--- config.mk ---
export PLATFORM = sky130hd
export DESIGN_NAME = fetch_queue
export DESIGN_NICKNAME = d
export VERILOG_FILES = /design/src/rtl/fetch_queue.sv
export SDC_FILE = /design/constraint.sdc
export NUM_CORES = 1
export LEC_CHECK = 0
export CORE_MARGIN = 2
export CORE_UTILIZATION = 45
export CTS_CLUSTER_SIZE = 8
export DETAILED_ROUTE_END_ITERATION = 16
export PLACE_DENSITY = 0.66
export SETUP_SLACK_MARGIN = 0.5
export SYNTH_ARGS = -nofsm -noshare
export SYNTH_HDL_FRONTEND = slang
export SYNTH_SLANG_ARGS = --single-unit
--- constraint.sdc ---
create_clock -name clk -period 3.3 [get_ports clk]
set_clock_uncertainty 0.05 [all_clocks]
set_input_delay 0.66 -clock clk [delete_from_list [all_inputs] [get_ports clk]]
set_output_delay 0.66 -clock clk [all_outputs]
set_load 0.02 [all_outputs]
--- src/rtl/fetch_queue.sv ---
// fetch_queue: program-ordered instruction buffer between fetch and decode,
// tracking the end-of-program marker and supporting a pipeline flush.
module fetch_queue #(
    parameter int DEPTH = 4,
    parameter int XLEN  = 32
) (
    input  logic                   clk,
    input  logic                   reset,
    input  logic                   flush,
    input  logic                   in_valid,
    output logic                   in_ready,
    input  logic [XLEN-1:0]        in_pc,
    input  logic [XLEN-1:0]        in_instr,
    input  logic                   in_last,
    output logic                   out_valid,
    input  logic                   out_ready,
    output logic [XLEN-1:0]        out_pc,
    output logic [XLEN-1:0]        out_instr,
    output logic [$clog2(DEPTH):0] count,
    output logic                   drained
);
    localparam int AW = $clog2(DEPTH);
    localparam int CW = AW + 1;

    logic [XLEN-1:0]  pc_mem    [DEPTH];
    logic [XLEN-1:0]  instr_mem [DEPTH];
    logic [DEPTH-1:0] last_mem;

    logic [AW-1:0]    wr_ptr_reg;
    logic [AW-1:0]    rd_ptr_reg;
    logic [CW-1:0]    count_reg;
    logic             last_accepted_reg;
    logic             drained_reg;
    logic             push;
    logic             pop;
    logic             head_last;
    logic [DEPTH-1:0] wr_sel;

    // in_ready depends only on registered state and flush, never on out_ready.
    assign in_ready  = (count_reg < CW'(DEPTH)) && !last_accepted_reg && !flush;
    assign out_valid = (count_reg != '0);
    assign push      = in_valid && in_ready;
    assign pop       = out_valid && out_ready && !flush;

    assign out_pc    = pc_mem[rd_ptr_reg];
    assign out_instr = instr_mem[rd_ptr_reg];
    assign head_last = last_mem[rd_ptr_reg];
    assign count     = count_reg;
    assign drained   = drained_reg;

    genvar gi;
    generate
        for (gi = 0; gi < DEPTH; gi++) begin : g_wr_sel
            assign wr_sel[gi] = push && (wr_ptr_reg == AW'(gi));
        end
    endgenerate

    // Storage is not reset; contents are meaningless while the slot is unoccupied.
    always_ff @(posedge clk) begin
        for (int i = 0; i < DEPTH; i++) begin
            if (wr_sel[i]) begin
                pc_mem[i]    <= in_pc;
                instr_mem[i] <= in_instr;
                last_mem[i]  <= in_last;
            end
        end
    end

    always_ff @(posedge clk or posedge reset) begin
        if (reset) begin
            wr_ptr_reg        <= '0;
            rd_ptr_reg        <= '0;
            count_reg         <= '0;
            last_accepted_reg <= 1'b0;
            drained_reg       <= 1'b0;
        end else if (flush) begin
            wr_ptr_reg        <= '0;
            rd_ptr_reg        <= '0;
            count_reg         <= '0;
            last_accepted_reg <= 1'b0;
            drained_reg       <= 1'b0;
        end else begin
            if (push) begin
                wr_ptr_reg <= wr_ptr_reg + AW'(1);
                if (in_last) begin
                    last_accepted_reg <= 1'b1;
                end
            end
            if (pop) begin
                rd_ptr_reg <= rd_ptr_reg + AW'(1);
                if (head_last) begin
                    drained_reg <= 1'b1;
                end
            end
            case ({push, pop})
                2'b10:   count_reg <= count_reg + CW'(1);
                2'b01:   count_reg <= count_reg - CW'(1);
                default: count_reg <= count_reg;
            endcase
        end
    end
endmodule

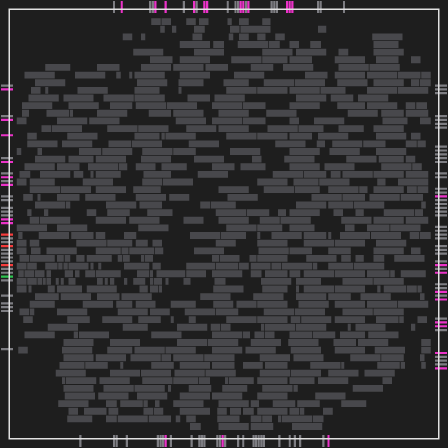
run_1/pins.png
Pins as bars across the die edge, other pins in grey.
- green: in_last (pins 1; direction input; edge west)
- red: count (pins 3; direction output; edge west)
- magenta: in_instr (pins 32; direction input; edge 12 north, 9 east, 8 west, 3 south)
- all pins by edge: 47 east, 36 west, 30 south, 27 north
Die Span X: 152 um
die height: 152 um
port buffer count: 139

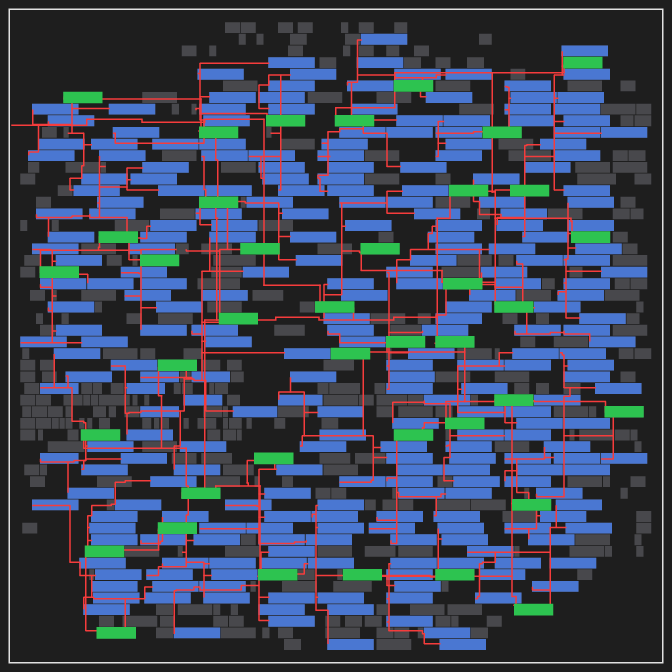
run_1/clock_map.png
- blue: flip-flops (count 269)
- green: cells driving clock nets (count 39)
- red: clock wires (length 3,140 um)
- routed clock nets: 40

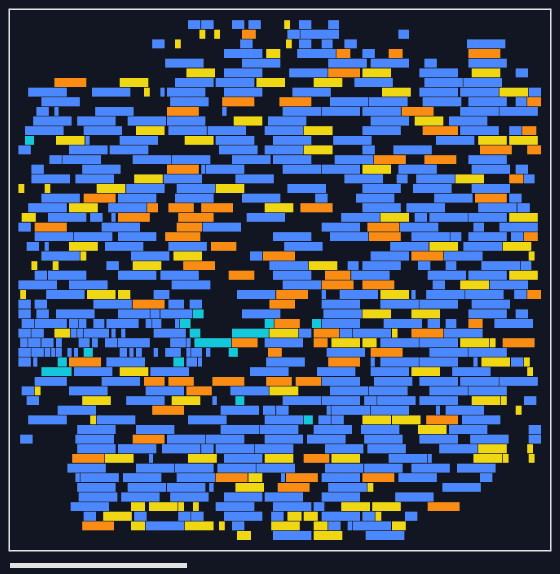
run_1/drive_strength.png
Bar = 50 um.
- yellow: drive 2 (cells 107; share 18%; most used mux4_2)
- cyan: drive 3 to 4 (cells 15; share 2.5%; most used buf_4)
- orange: drive 6 and up (cells 73; share 12%; most used clkbuf_16)
- blue: drive 1 or less (cells 412; share 68%; most used edfxtp_1)

==> README.md, run 1 <==
| Parameter | Value | Unit |
|---|---|---|
| Slew @ Worst Pin | 436 | ps |
| Proportion of final cell area spent on non-clock buffers | 0.133 | - |
| Number of buffers on the longest clock path | 3 | - |
| XOR-XNOR Cells, Area Fraction | 0.00265 | - |
| Crit path arrival time | 2070 | ps |
| Number of non-filler instances in the completed layout | 887 | - |
| Wire per inst | 21.9 | um |
| Fillers | 1,513 | - |
| RR Endpoint | pc_mem[1][4]$_DFFE_PP_ | - |
| Number of synthesized flops with an enable pin | 260 | - |
| Setup WS pre-CTS | 503 | ps |
| Setup_tns | 0 | ps |
| Buffers & Inverters on Critical Path | 4 | - |
| Via count of the first global-routing pass | 5,108 | - |
| Final worst-path cycle share | 0.843 | - |
| Path category of the worst min-delay check | input pin to async pin | - |
| Buffer count excluding the clock tree in the final layout | 166 | - |
| Biggest regs | instr_mem: 128 flops, pc_mem: 128 flops, last_mem: 4 flops | - |
| HPWL after DPL | 11,300 | um |
| CORE AREA | 21,700 | sq um |
| Critical path startpoint | rd_ptr_reg[0]$_DFFE_PP0P_ | - |
| Critical path's slowest cell | sky130_fd_sc_hd__dfrtp_4 | - |
| Most common logic cells in the final layout | 260 x sky130_fd_sc_hd__edfxtp_1, 75 x sky130_fd_sc_hd__clkdlybuf4s50_1, 65 x sky130_fd_sc_hd__mux4_2 | - |
| Top cells by area | sky130_fd_sc_hd__edfxtp_1 79%, sky130_fd_sc_hd__mux4_2 15%, sky130_fd_sc_hd__dfrtp_1 2.3% | - |
| Yosys top cell by area | sky130_fd_sc_hd__edfxtp_1 | - |
| Number of tap cells added at floorplan | 280 | - |
| Hold Buf Count CTS | 0 | - |
| Multi-input combinational area share | 0.136 | - |
| Seq Cell Count | 269 | - |
| Portion of synthesized cell area occupied by the leading cell type | 0.788 | - |
| Vias | 4,735 | - |
| Tally of OpenROAD warnings | 31 | - |
| Clk cell area share | 0.0852 | - |
| Most instantiated logic cell after routing | sky130_fd_sc_hd__edfxtp_1 | - |
| Starting DRC count in detailed routing | 314 | - |
| Post-route cell area | 13,000 | sq um |
| Total clock buffers created by CTS | 39 | - |
| Mux frac, synth | 0.149 | - |
| Dominant delay contributor by cell family on the critical path | buffers and inverters | - |
| Total power per unit cell area | 799 | nW/um^2 |
| Final global-route overflow total | 0 | - |
| Antenna viol nets, final | 0 | - |
| Layout Area Growth over Synthesis | 31.5 | % |
| Register fraction of the total cell area | 0.617 | - |
| Pin count of the biggest net entering global routing | 40 | - |
| Die Footprint | 23,200 | sq um |
| Slew Limit Headroom | 0.710 | - |
| Worst R2R Setup Slack | 1280 | ps |
| H-tree levels | 2 | - |
| Post-Syn Area | 9910 | sq um |
| Count of inserted antenna diode cells | 0 | - |
| Initial antenna violation count | 2 | - |
| Critical Path Start Type | flip-flop | - |
| Clock slew at the register clock pins of the worst setup and hold paths | 50 | ps |
| Result of the run | finished, final reports clean | - |
| Average vias per placed instance | 5.34 | - |
| All-layer global routing usage | 0.169 | - |
| Post-synthesis compound-gate area fraction | 0.00543 | - |
## run 1: layer usage
layer / global-route usage / wire, um
met3: 0.0444 / 1250
met1: 0.233 / 8470
met4: 0.0521 / 304
met5: 0 / 10
met2: 0.270 / 9410
## run 1: report_power, final
part | internal (mW) | switching [mW] | leakage (nW)
registers | 4.01 | 0.101 | 2.47
logic | 1.41 | 1.35 | 1.29
clock network | 2.22 | 1.31 | 0.533
total | 7.65 | 2.77 | 4.30
## run 1: what timing repair did
item	in CTS	in global routing
gates cloned	3	2
endpoints found under the setup margin	64	43
pin swaps	0	0
setup buffers	5	0
gates resized	202	34
## Run 2: what changed since run 1
--- a/config.mk
+++ b/config.mk
@@ -9,7 +9,7 @@
 export CORE_UTILIZATION = 45
 export CTS_CLUSTER_SIZE = 8
 export DETAILED_ROUTE_END_ITERATION = 16
-export PLACE_DENSITY = 0.66
+export PLACE_DENSITY = 0.68
 export SETUP_SLACK_MARGIN = 0.5
 export SYNTH_ARGS = -nofsm -noshare
 export SYNTH_HDL_FRONTEND = slang
==> constraint.sdc (replaced) <==
create_clock -name clk -period 2.5 [get_ports clk]
set_clock_uncertainty 0.05 [all_clocks]
set_input_delay 0.5 -clock clk [delete_from_list [all_inputs] [get_ports clk]]
set_output_delay 0.5 -clock clk [all_outputs]
set_load 0.02 [all_outputs]
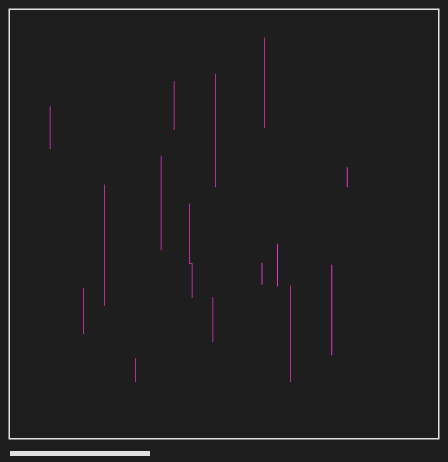
run_2/met4.png
Bar = 50 um.
- wire length on this layer: 350 um
- nets with wire on the layer: 7

==> README.md, run 2 <==
| Parameter | Value | Unit | Delta |
|---|---|---|---|
| Most common logic cells in the final layout | 260 x sky130_fd_sc_hd__edfxtp_1, 68 x sky130_fd_sc_hd__clkdlybuf4s50_1, 66 x sky130_fd_sc_hd__buf_6 | - |  |
| Number of non-filler instances in the completed layout | 888 | - | +0.11% |
| Most crowded layer after global routing | met2 | - |  |
| Part of the power in combinational logic | 0.310 | - | +0.044 |
| Total clock buffers created by CTS | 39 | - | unchanged |
| Yosys top cell by area | sky130_fd_sc_hd__edfxtp_1 | - |  |
| Port buffer count | 139 | - | unchanged |
| Path category of the worst min-delay check | input pin to async pin | - |  |
| All-layer global routing usage | 0.171 | - | +0.00193 |
| Critical path startpoint | rd_ptr_reg[0]$_DFFE_PP0P_ | - |  |
| Slew @ Worst Pin | 376 | ps | -59.9 ps |
| Wire per inst | 22.2 | um | +1.2% |
| Wl on met1 | 8140 | um | -3.9% |
| Clock share of power | 0.313 | - | -0.026 |
| Initial antenna violation count | 1 | - | -1 |
| Slew Limit Headroom | 0.749 | - | +0.0396 |
| Main power group | registers | - |  |
| Final worst-path cycle share | 1.02 | - |  |
| Crit path arrival time | 2010 | ps | -60 ps |
| Global Route met3 Usage | 0.0427 | - | -0.00171 |
| Power in sequential cells | 5.43 | mW | +32% |
| Average vias per placed instance | 5.32 | - | -0.28% |
| HPWL after DPL | 11,000 | um | -2.4% |
| Sw Pwr | 3.74 | mW | +35% |
| H-tree levels | 2 | - | unchanged |
| Grt met2 use | 0.276 | - | +0.00665 |
| Setup WS pre-CTS | 75.6 | ps | -427 ps |
| Post-Syn Area | 9910 | sq um | unchanged |
| Number of buffers on the longest clock path | 3 | - | unchanged |
| Via count of the first global-routing pass | 5,154 | - | +0.90% |
| Clock slew at the register clock pins of the worst setup and hold paths | 50 | ps | about the same |
| Layout Area Growth over Synthesis | 35.8 | % |  |
| Post-synthesis compound-gate area fraction | 0.00543 | - | unchanged |
| Fillers | 1,491 | - | -1.5% |
| Tally of OpenROAD warnings | 32 | - | +3.2% |
| Post-route cell area | 13,500 | sq um | +3.3% |
| CORE AREA | 21,700 | sq um | unchanged |
| Combinational power | 4.47 | mW | +61% |
| Number of synthesized flops with an enable pin | 260 | - | unchanged |
| Die Span X | 152 | um | unchanged |
| Met1 layer usage reported by global route | 0.235 | - | +0.00236 |
| Result of the run | finished, violations left | - |  |
| Flop pwr share | 0.377 | - | -0.018 |
| Slack of the critical path | -55.9 | ps |  |
| Critical Path Start Type | flip-flop | - |  |
| Final setup viols | 33 | - |  |
| Failing checks | setup timing | - |  |
| Die Footprint | 23,200 | sq um | unchanged |
| Total met2 wirelength after detailed routing | 9790 | um | +4.0% |
| Top routing layer in use | met4 | - |  |
| Clock network power consumption | 4.51 | mW | +28% |
| Biggest regs | instr_mem: 128 flops, pc_mem: 128 flops, last_mem: 4 flops | - |  |
| Most instantiated logic cell after routing | sky130_fd_sc_hd__edfxtp_1 | - |  |
| Pin count of the biggest net entering global routing | 38 | - | -5.0% |
| Internal power | 10.7 | mW | +40% |
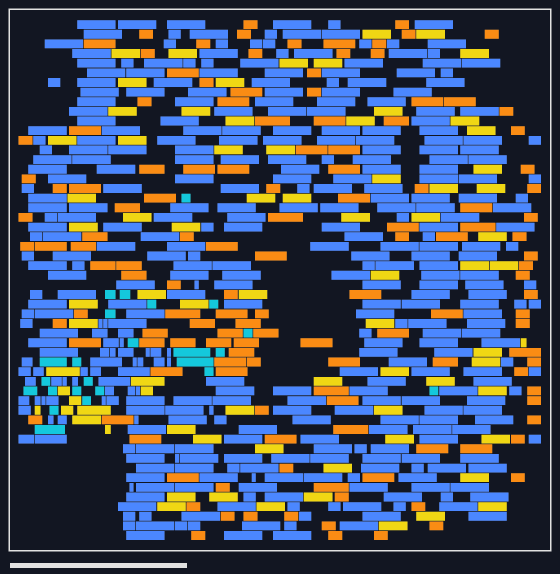
run_2/drive_strength.png
Bar = 50 um.
- yellow: drive 2 (cells 76; share 13%; most used mux4_2)
- cyan: drive 3 to 4 (cells 24; share 4.0%; most used buf_4)
- orange: drive 6 and up (cells 134; share 22%; most used buf_6)
- blue: drive 1 or less (cells 373; share 61%; most used edfxtp_1)

==> run 2: cell type report <==
type                    count  area share
flip-flops and latches    269       0.598
multi-input cells         104       0.134
repair buffers            183       0.163
diodes                      1    0.000186
clock buffers              46      0.0776
well taps                 280      0.0260
clock inverters             1    0.000372
inverters                   4     0.00112
==> run 2: worst max-delay path, stage by stage, from the launching register on <==
cell	delay, ps
sky130_fd_sc_hd__dfrtp_4	500
sky130_fd_sc_hd__buf_12	150
sky130_fd_sc_hd__buf_12	130
sky130_fd_sc_hd__clkbuf_16	160
sky130_fd_sc_hd__mux4_2	430
sky130_fd_sc_hd__buf_6	150
==> run 2: timing repair <==
action	in CTS	in global routing
hold buffers	0	0
cloned	7	1
buffers inserted	12	6
pin swaps	1	2
resized	399	21
setup endpoints to repair	71	228
endpoints found under the hold margin	0	0
Power figures rest on the tool's default switching activity, not on a simulated workload.
